$ cat src/rtl/spi_pkg.sv
// Shared definitions for the SPI link: frame geometry, the Option<uint<8>>
// encoding used on the receiver output, and the receiver state enum.
package spi_pkg;

  localparam int BITS_PER_FRAME = 8;
  localparam logic OPTION_NONE_TAG = 1'b1;

  localparam int RX_BYTE_LSB = 2;
  localparam int BUSY_BIT = 1;
  localparam int ERR_BIT = 0;

  typedef enum logic [1:0] {
    IDLE,
    RECV,
    DONE
  } rx_state_e;

  typedef struct packed {
    logic                      tag;
    logic [BITS_PER_FRAME-1:0] payload;
  } opt_byte_t;

  function automatic opt_byte_t opt_none();
    return {OPTION_NONE_TAG, {BITS_PER_FRAME{1'b0}}};
  endfunction

  function automatic opt_byte_t opt_some(input logic [BITS_PER_FRAME-1:0] value);
    return {~OPTION_NONE_TAG, value};
  endfunction

endpackage

$ cat src/rtl/spi_line_sync.sv
// Multi-flop synchroniser for one asynchronous line, resetting to 1 so an idle-high
// line never looks like a falling edge; also emits a registered falling-edge strobe.
module spi_line_sync #(
  parameter int SYNC_STAGES = 2
) (
  input  logic clk,
  input  logic rst,
  input  logic line,
  output logic level,
  output logic fall
);

  logic [SYNC_STAGES-1:0] chain;

  // level lags the synchronised value by one cycle so it lines up with fall,
  // letting a data line sampled alongside this strobe be read in the same cycle.
  always_ff @(posedge clk) begin
    if (rst) begin
      chain <= '1;
      level <= 1'b1;
      fall  <= 1'b0;
    end else begin
      chain <= {chain[SYNC_STAGES-2:0], line};
      level <= chain[SYNC_STAGES-1];
      fall  <= level & ~chain[SYNC_STAGES-1];
    end
  end

endmodule

$ cat src/rtl/spi_rx.sv
// LSB-first 8-bit SPI receiver emitting each byte as a one-cycle Option<uint<8>> pulse.
// Define SPI_RX_TIMEOUT_EN to build the mid-frame timeout abort and frame_err.
module spi_rx
  import spi_pkg::*;
#(
  parameter int SYNC_STAGES    = 2,
  parameter int TIMEOUT_CYCLES = 2000
) (
  input  logic        _i_clk,
  input  logic        _i_rst,
  input  logic        _i_sclk,
  input  logic        _i_mosi,
  output logic [10:0] __output
);

  localparam int CNT_W = $clog2(BITS_PER_FRAME + 1);

  logic sclk_fall;
  logic sclk_level_unused;
  logic mosi_bit;
  logic mosi_fall_unused;

  rx_state_e                 state;
  logic [BITS_PER_FRAME-1:0] shift_reg;
  logic [BITS_PER_FRAME-1:0] shifted;
  logic [CNT_W-1:0]          bit_cnt;
  opt_byte_t                 rx_byte;
  logic                      busy;
  logic                      frame_err;

  spi_line_sync #(.SYNC_STAGES(SYNC_STAGES)) u_sclk_sync (
    .clk   (_i_clk),
    .rst   (_i_rst),
    .line  (_i_sclk),
    .level (sclk_level_unused),
    .fall  (sclk_fall)
  );

  spi_line_sync #(.SYNC_STAGES(SYNC_STAGES)) u_mosi_sync (
    .clk   (_i_clk),
    .rst   (_i_rst),
    .line  (_i_mosi),
    .level (mosi_bit),
    .fall  (mosi_fall_unused)
  );

  assign shifted = {mosi_bit, shift_reg[BITS_PER_FRAME-1:1]};

`ifdef SPI_RX_TIMEOUT_EN
  localparam int TMO_W = $clog2(TIMEOUT_CYCLES + 1);

  logic [TMO_W-1:0] tmo_cnt;
  logic             tmo_hit;

  assign tmo_hit = (tmo_cnt == TMO_W'(TIMEOUT_CYCLES - 1));
`else
  // TIMEOUT_CYCLES has no effect without the abort path.
  logic unused_timeout_cfg;
  assign unused_timeout_cfg = ^TIMEOUT_CYCLES;
  assign frame_err = 1'b0;
`endif

  // An edge arriving in DONE starts the next frame immediately, so DONE shares
  // the IDLE entry path; rx_byte stays Some for that DONE cycle regardless.
  always_ff @(posedge _i_clk) begin
    if (_i_rst) begin
      state     <= IDLE;
      shift_reg <= '0;
      bit_cnt   <= '0;
      rx_byte   <= opt_none();
      busy      <= 1'b0;
`ifdef SPI_RX_TIMEOUT_EN
      tmo_cnt   <= '0;
      frame_err <= 1'b0;
`endif
    end else begin
      rx_byte <= opt_none();
`ifdef SPI_RX_TIMEOUT_EN
      frame_err <= 1'b0;
      if (sclk_fall || state != RECV) tmo_cnt <= '0;
      else                            tmo_cnt <= tmo_cnt + 1'b1;
`endif
      case (state)
        IDLE, DONE: begin
          if (sclk_fall) begin
            shift_reg <= shifted;
            bit_cnt   <= CNT_W'(1);
            busy      <= 1'b1;
            state     <= RECV;
          end else begin
            state <= IDLE;
          end
        end
        RECV: begin
          if (sclk_fall) begin
            shift_reg <= shifted;
            if (bit_cnt == CNT_W'(BITS_PER_FRAME - 1)) begin
              bit_cnt <= '0;
              busy    <= 1'b0;
              rx_byte <= opt_some(shifted);
              state   <= DONE;
            end else begin
              bit_cnt <= bit_cnt + 1'b1;
            end
          end
`ifdef SPI_RX_TIMEOUT_EN
          else if (tmo_hit) begin
            shift_reg <= '0;
            bit_cnt   <= '0;
            busy      <= 1'b0;
            frame_err <= 1'b1;
            state     <= IDLE;
          end
`endif
        end
        default: state <= IDLE;
      endcase
    end
  end

  assign __output[RX_BYTE_LSB +: BITS_PER_FRAME + 1] = rx_byte;
  assign __output[BUSY_BIT]                          = busy;
  assign __output[ERR_BIT]                           = frame_err;

endmodule

$ cat config.mk
export PLATFORM = sky130hd
export DESIGN_NAME = spi_rx
export DESIGN_NICKNAME = d
export VERILOG_FILES = /design/src/rtl/spi_pkg.sv /design/src/rtl/spi_line_sync.sv /design/src/rtl/spi_rx.sv
export SDC_FILE = /design/constraint.sdc
export NUM_CORES = 1
export LEC_CHECK = 0
export ABC_AREA = 0
export CAP_MARGIN = 20
export CORE_UTILIZATION = 55
export DETAILED_ROUTE_END_ITERATION = 8
export PLACE_DENSITY = 0.78
export SETUP_SLACK_MARGIN = 0.1
export SYNTH_ARGS = -nofsm -noshare
export SYNTH_HDL_FRONTEND = slang
export SYNTH_HIERARCHICAL = 1
export SYNTH_SLANG_ARGS = --single-unit
$ cat constraint.sdc
create_clock -name _i_clk -period 3.9 [get_ports _i_clk]
set_input_delay 1.17 -clock _i_clk [delete_from_list [all_inputs] [get_ports _i_clk]]
set_output_delay 1.17 -clock _i_clk [all_outputs]
set_load 0.01 [all_outputs]
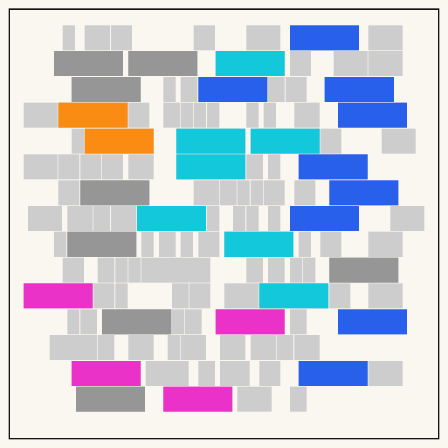
Run 1: sequential cells colored by netlist name
Other sequential cells in the stronger gray, the rest of the logic in the fainter gray.
Key: `shift_reg` = cyan [sequential cells 7]; `__output` = blue [sequential cells 9]; `bit_cnt` = magenta [sequential cells 4]; `u_sclk_sync/chain` = orange [sequential cells 2]
Another 8 sequential cells are not colored.
power in sequential cells: 0.000313 W
Post-Route Utilization: 0.707
FF+latch area: 601 um^2
share of the final layout cell area in sequential cells: 0.492

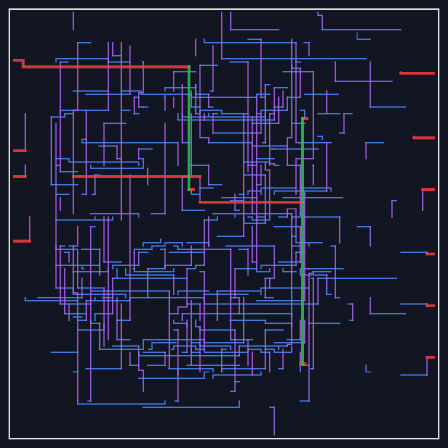
Run 1: metal layers overlaid
Key: met2 = purple [wire length 708 um]; met4 = green [wire length 38.8 um]; met1 = blue [wire length 721 um]; met3 = red [wire length 56.6 um]
number of vias after detailed routing: 731
routed len/inst: 10.3 um
Global Route Usage Sum: 0.193
final routed wirelength across all metal layers: 1520 um

==> out/qor.rpt, run 1 <==
OUTCOME
-------------------------------------------------------------------------------------
Outcome                                                                     completed

FLOW RUN
-------------------------------------------------------------------------------------
Max-cap violations                                                                  0
OpenROAD warning count                                                             26

SETUP PATH
-------------------------------------------------------------------------------------
Cells along the critical path                                            clkdlybuf4s50_1
Worst path depth                                                                    1
Required time reported for the critical path endpoint                         2.73 ns
Source of the critical timing path                                               busy
Max FO, Critical Path                                                               2
Launch point of the worst reg-to-reg path                                  bit_cnt[0]
Category of the worst setup path launch point                                    flop
Slowest cell delay on critical path                                           0.53 ns
Worst R2R Path Depth                                                                4

CLOCK NETWORK
-------------------------------------------------------------------------------------
Clock tree from TritonCTS                                                        done
Post-cts resize count                                                               0
Clock root cell                                                          sky130_fd_sc_hd__clkbuf_4
Post-CTS Hold Fix Bufs                                                              0
Clock-pin slew of the registers on the worst-case setup and hold paths        0.08 ns
Post-CTS repair timing setup buffer count                                           0

HOLD PATH
-------------------------------------------------------------------------------------
Worst hold stages                                                                   1
Worst hold start                                                         u_mosi_sync/chain[1]
Worst Hold Class                                                         flop to flop

TIMING
-------------------------------------------------------------------------------------
Final total negative setup slack                                                 0 ns
Final tally of hold violations                                                      0
Fin Hold WS                                                                  0.416 ns
Highest clock frequency the design can meet                                 0.423 GHz
Final number of setup-violating endpoints                                           0
Fin. max-slew vios                                                                  0

DETAILED ROUTING
-------------------------------------------------------------------------------------
Via-to-Cell Ratio                                                                4.94
DRC violation count after routing                                                   0
First DRT Iteration DRCs                                                            6
Iteration count of the initial detailed-routing pass                                4

PWR
-------------------------------------------------------------------------------------
Cell leakage power                                                           0.475 nW
Proportion of power drawn by the clock network                                  0.359
Total power per unit cell area                                            419 mW/mm^2

LAYOUT
-------------------------------------------------------------------------------------
Proportion of layout cells with a drive suffix above 1                         0.0813
Layout filler cell count                                                          156
Flip-flop count of the largest register, all copies and words added                 9
Number of diodes                                                                    0
Synth-to-Final Area Change                                                      19.5%

SYNTH
-------------------------------------------------------------------------------------
Gate count after technology mapping                                               106
Syn Std Cell Area                                                        0.00102 mm^2

PLACEMENT
-------------------------------------------------------------------------------------
Port-buffer cells                                                                  13
Last weighted congestion value of the routability-driven placer                 0.797

FLOORPLAN
-------------------------------------------------------------------------------------
Number of ports placed on the die boundary                                         15

GLOBAL ROUTE
-------------------------------------------------------------------------------------
Residual overflow from global routing                                               0
Global-route wire length before repair                                        2650 um
Via count of the first global-routing pass                                        654

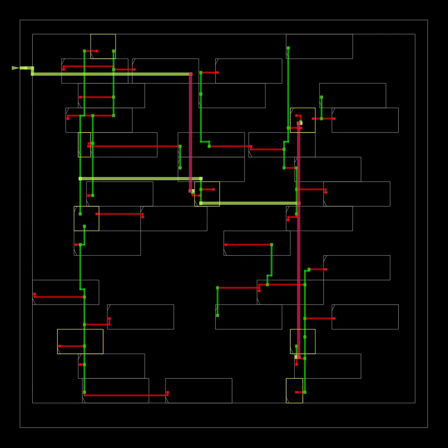
Run 1: clock nets
clock group total power: 0.000183 W
Max Clock Skew: 0.00237 ns
clock buffer count from CTS: 5
num sequential: 30
clk latency late pin: 0.32 ns

[run 1: through the flow]
step	total power, W	setup WS, ns	cell area [um^2]	utilization	std cells
finish	0.000511	1.54	1220	0.707	148
global route	0.000534	1.47	1220	0.707	148
CTS	0.000517	1.52	1220	0.707	148
detailed placement	0.000335	1.25	1160	0.672	140
global placement	0.000334	1.33	1160	0.672	140
floorplan	0.000329	2.21	1020	-	106
[run 1: layer usage]
| metal | vias to the layer above | part of all wire | global-route usage |
|---|---|---|---|
| met2 | 15 | 0.46 | 0.290 |
| met1 | 334 | 0.47 | 0.228 |
| met3 | 5 | 0.037 | 0.0720 |
| met4 | 0 | 0.025 | 0.127 |
| met5 | - | 0 | 0 |
| li1 | 377 | - | - |
[run 1: power groups by stage]
stage / Sequential [W] / Combinational [W] / Clock [W]
2_1_floorplan: 0.000319 / 0.00000960 / 0
3_3_place_gp: 0.000321 / 0.0000138 / 0
3_5_place_dp: 0.000321 / 0.0000145 / 0
4_1_cts: 0.000313 / 0.0000145 / 0.000190
5_1_grt: 0.000314 / 0.0000164 / 0.000203
6_report: 0.000313 / 0.0000143 / 0.000183
[run 1: area by class of cell]
class	count	area (um^2)	share of cell area
Tap cell	25	31.3	0.0256
Clock inverter	1	5.00	0.00410
Sequential cell	30	601	0.492
Inverter	3	11.3	0.00923
Timing Repair Buffer	14	138	0.113
Multi-Input combinational cell	68	379	0.311
Clock buffer	7	55.1	0.0451
[run 1: final timing paths]
| kind | slack, ns | endpoint |
|---|---|---|
| max | 1.54 | __output[1] |
| min | 0.42 | u_mosi_sync/level |
| max reg2reg | 2.38 | bit_cnt[3] |
| min reg2reg | 0.42 | u_mosi_sync/level |
Run 1, pin placement:
Pins as bars across the die edge, other pins in gray.
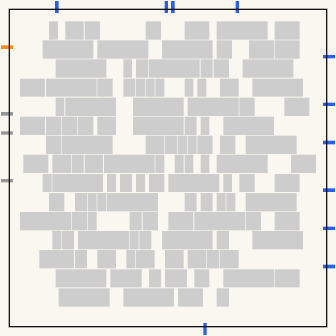

==> run 1 -> run 2 <==
Settings changed: CORE_UTILIZATION 55 to 51, PLACE_DENSITY 0.78 to 0.73.
Clock period 3.9 ns to 2.3 ns, I/O delays scaled along.
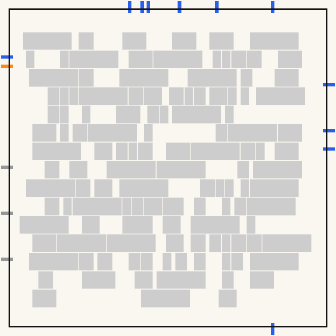
Run 2: pin placement
Pins as bars across the die edge, other pins in gray.
Key: `_i_clk` = orange [pins 1, direction input, edge west]; `__output` = blue [pins 11, direction output, edge 6 north, 3 east, 1 west, 1 south]
Port-buffer cells: 13
y dimension of the die: 46.7 um
Die X-Extent: 46.7 um

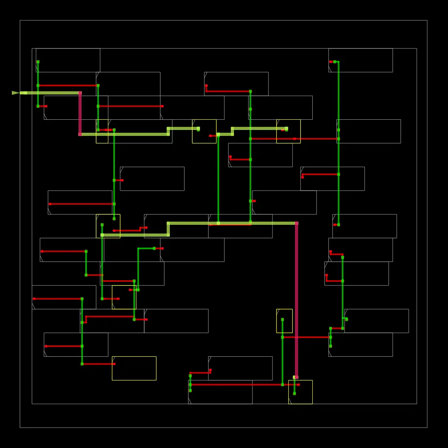
Run 2: clock nets
clock group total power: 0.000319 W
Max Clock Skew: 0.00657 ns

==> out/qor.rpt, run 2 <==
CLOCK NETWORK
-------------------------------------------------------------------------------------
Clock-pin slew of the registers on the worst-case setup and hold paths        0.09 ns   about the same
Clock tree from TritonCTS                                                        done
Post-cts resize count                                                               0   unchanged
Post-CTS Hold Fix Bufs                                                              0   unchanged
Clock root cell                                                          sky130_fd_sc_hd__clkbuf_4

PWR
-------------------------------------------------------------------------------------
Total power per unit cell area                                            718 mW/mm^2   +71%
Pwr Total                                                                  0.000876 W   +71%
Cell leakage power                                                           0.475 nW   unchanged

GLOBAL ROUTE
-------------------------------------------------------------------------------------
Residual overflow from global routing                                               0   unchanged
Busiest layer in global routing                                                  met2
Via count of the first global-routing pass                                        684   +4.6%
Global-route wire length before repair                                        2750 um   +3.9%
Global routing usage on met3                                                   0.0731   +0.00108
Met2 Resource Use GR                                                            0.289   -0.000966

FLOORPLAN
-------------------------------------------------------------------------------------
Number of ports placed on the die boundary                                         15   unchanged

SETUP PATH
-------------------------------------------------------------------------------------
Worst R2R Path Depth                                                                4   unchanged
Register-to-Register Setup Slack                                              0.82 ns   -1.56 ns
Endpoint of the most critical register-to-register path                    bit_cnt[3]
Cells along the critical path                                            clkdlybuf4s50_1
Required time reported for the critical path endpoint                         1.61 ns   -1.12 ns
Category of the worst setup path launch point                                    flop

OUTCOME
-------------------------------------------------------------------------------------
Outcome                                                                     completed

HOLD PATH
-------------------------------------------------------------------------------------
Worst Hold Class                                                         flop to flop
Worst hold start                                                         u_sclk_sync/chain[0]

PLACEMENT
-------------------------------------------------------------------------------------
Cell Area, Placed                                                        0.00116 mm^2   unchanged
Count of placed standard cells including taps                                     140   unchanged

DETAILED ROUTING
-------------------------------------------------------------------------------------
DRC violation count after routing                                                   0   unchanged
Routed len/inst                                                               11.4 um   +10%
Via-to-Cell Ratio                                                                4.99   +0.96%
Iteration count of the initial detailed-routing pass                                4   unchanged
Final routed wirelength across all metal layers                               1680 um   +10%

TIMING
-------------------------------------------------------------------------------------
Final tally of hold violations                                                      0   unchanged
Fin. max-slew vios                                                                  0   unchanged
Final number of setup-violating endpoints                                           0   unchanged
Fin Hold WS                                                                  0.418 ns   +0.00241 ns
Highest clock frequency the design can meet                                 0.530 GHz

FLOW RUN
-------------------------------------------------------------------------------------
OpenROAD warning count                                                             26   unchanged

LAYOUT
-------------------------------------------------------------------------------------
Number of diodes                                                                    0   unchanged

SYNTH
-------------------------------------------------------------------------------------
Gate count after technology mapping                                               106   unchanged

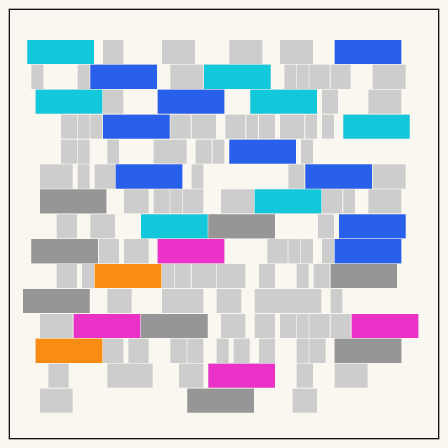
Run 2: sequential cells colored by netlist name
Other sequential cells in the stronger gray, the rest of the logic in the fainter gray.
Key: `bit_cnt` = magenta [sequential cells 4]; `__output` = blue [sequential cells 9]; `shift_reg` = cyan [sequential cells 7]; `u_sclk_sync/chain` = orange [sequential cells 2]
power in sequential cells: 0.000532 W
Post-Route Utilization: 0.677

==> run 2: cell counts in the layout (fill, tap and decap cells not counted) <==
No cell type changed its count.
==> run 2: how the worst max path moves through the flow <==
stage / start / end / cells after the start
2_1_floorplan: bit_cnt[0] / bit_cnt[3] / 4
3_3_place_gp: _i_rst / __output[4] / 3
3_5_place_dp: _i_rst / __output[4] / 3
4_1_cts: busy / __output[1] / 1
5_1_grt: __output[4] / __output[4] / 1
6_report: busy / __output[1] / 1
==> run 2: area by class of cell <==
| type | count | area [um^2] | area share |
|---|---|---|---|
| Inverter | 3 | 11.3 | 0.00923 |
| Sequential cell | 30 | 601 | 0.492 |
| Timing Repair Buffer | 14 | 138 | 0.113 |
| Tap cell | 25 | 31.3 | 0.0256 |
| Clock buffer | 7 | 55.1 | 0.0451 |
| Clock inverter | 1 | 5.00 | 0.00410 |
| Multi-Input combinational cell | 68 | 379 | 0.311 |
==> run 2: per-layer routing <==
metal | up-vias | wire length, um
met5 | - | 0
met4 | 0 | 22
met3 | 4 | 70
met2 | 13 | 861
met1 | 349 | 726
li1 | 372 | -
==> run 2: worst register-to-register path: stages, from the launching register on <==
cell	delay [ns]
sky130_fd_sc_hd__dfxtp_1	0.35
sky130_fd_sc_hd__ha_1	0.24
sky130_fd_sc_hd__and3b_1	0.20
sky130_fd_sc_hd__or4_1	0.50
sky130_fd_sc_hd__a21oi_1	0.14
==> run 2: where the power goes <==
group	total (W)	internal (W)	switching, W
sequential	0.000532	0.000527	0.00000500
clock	0.000319	0.000148	0.000171
combinational	0.0000250	0.0000117	0.0000133
total	0.000876	0.000686	0.000189
Power is estimated from default activity; no workload was simulated.
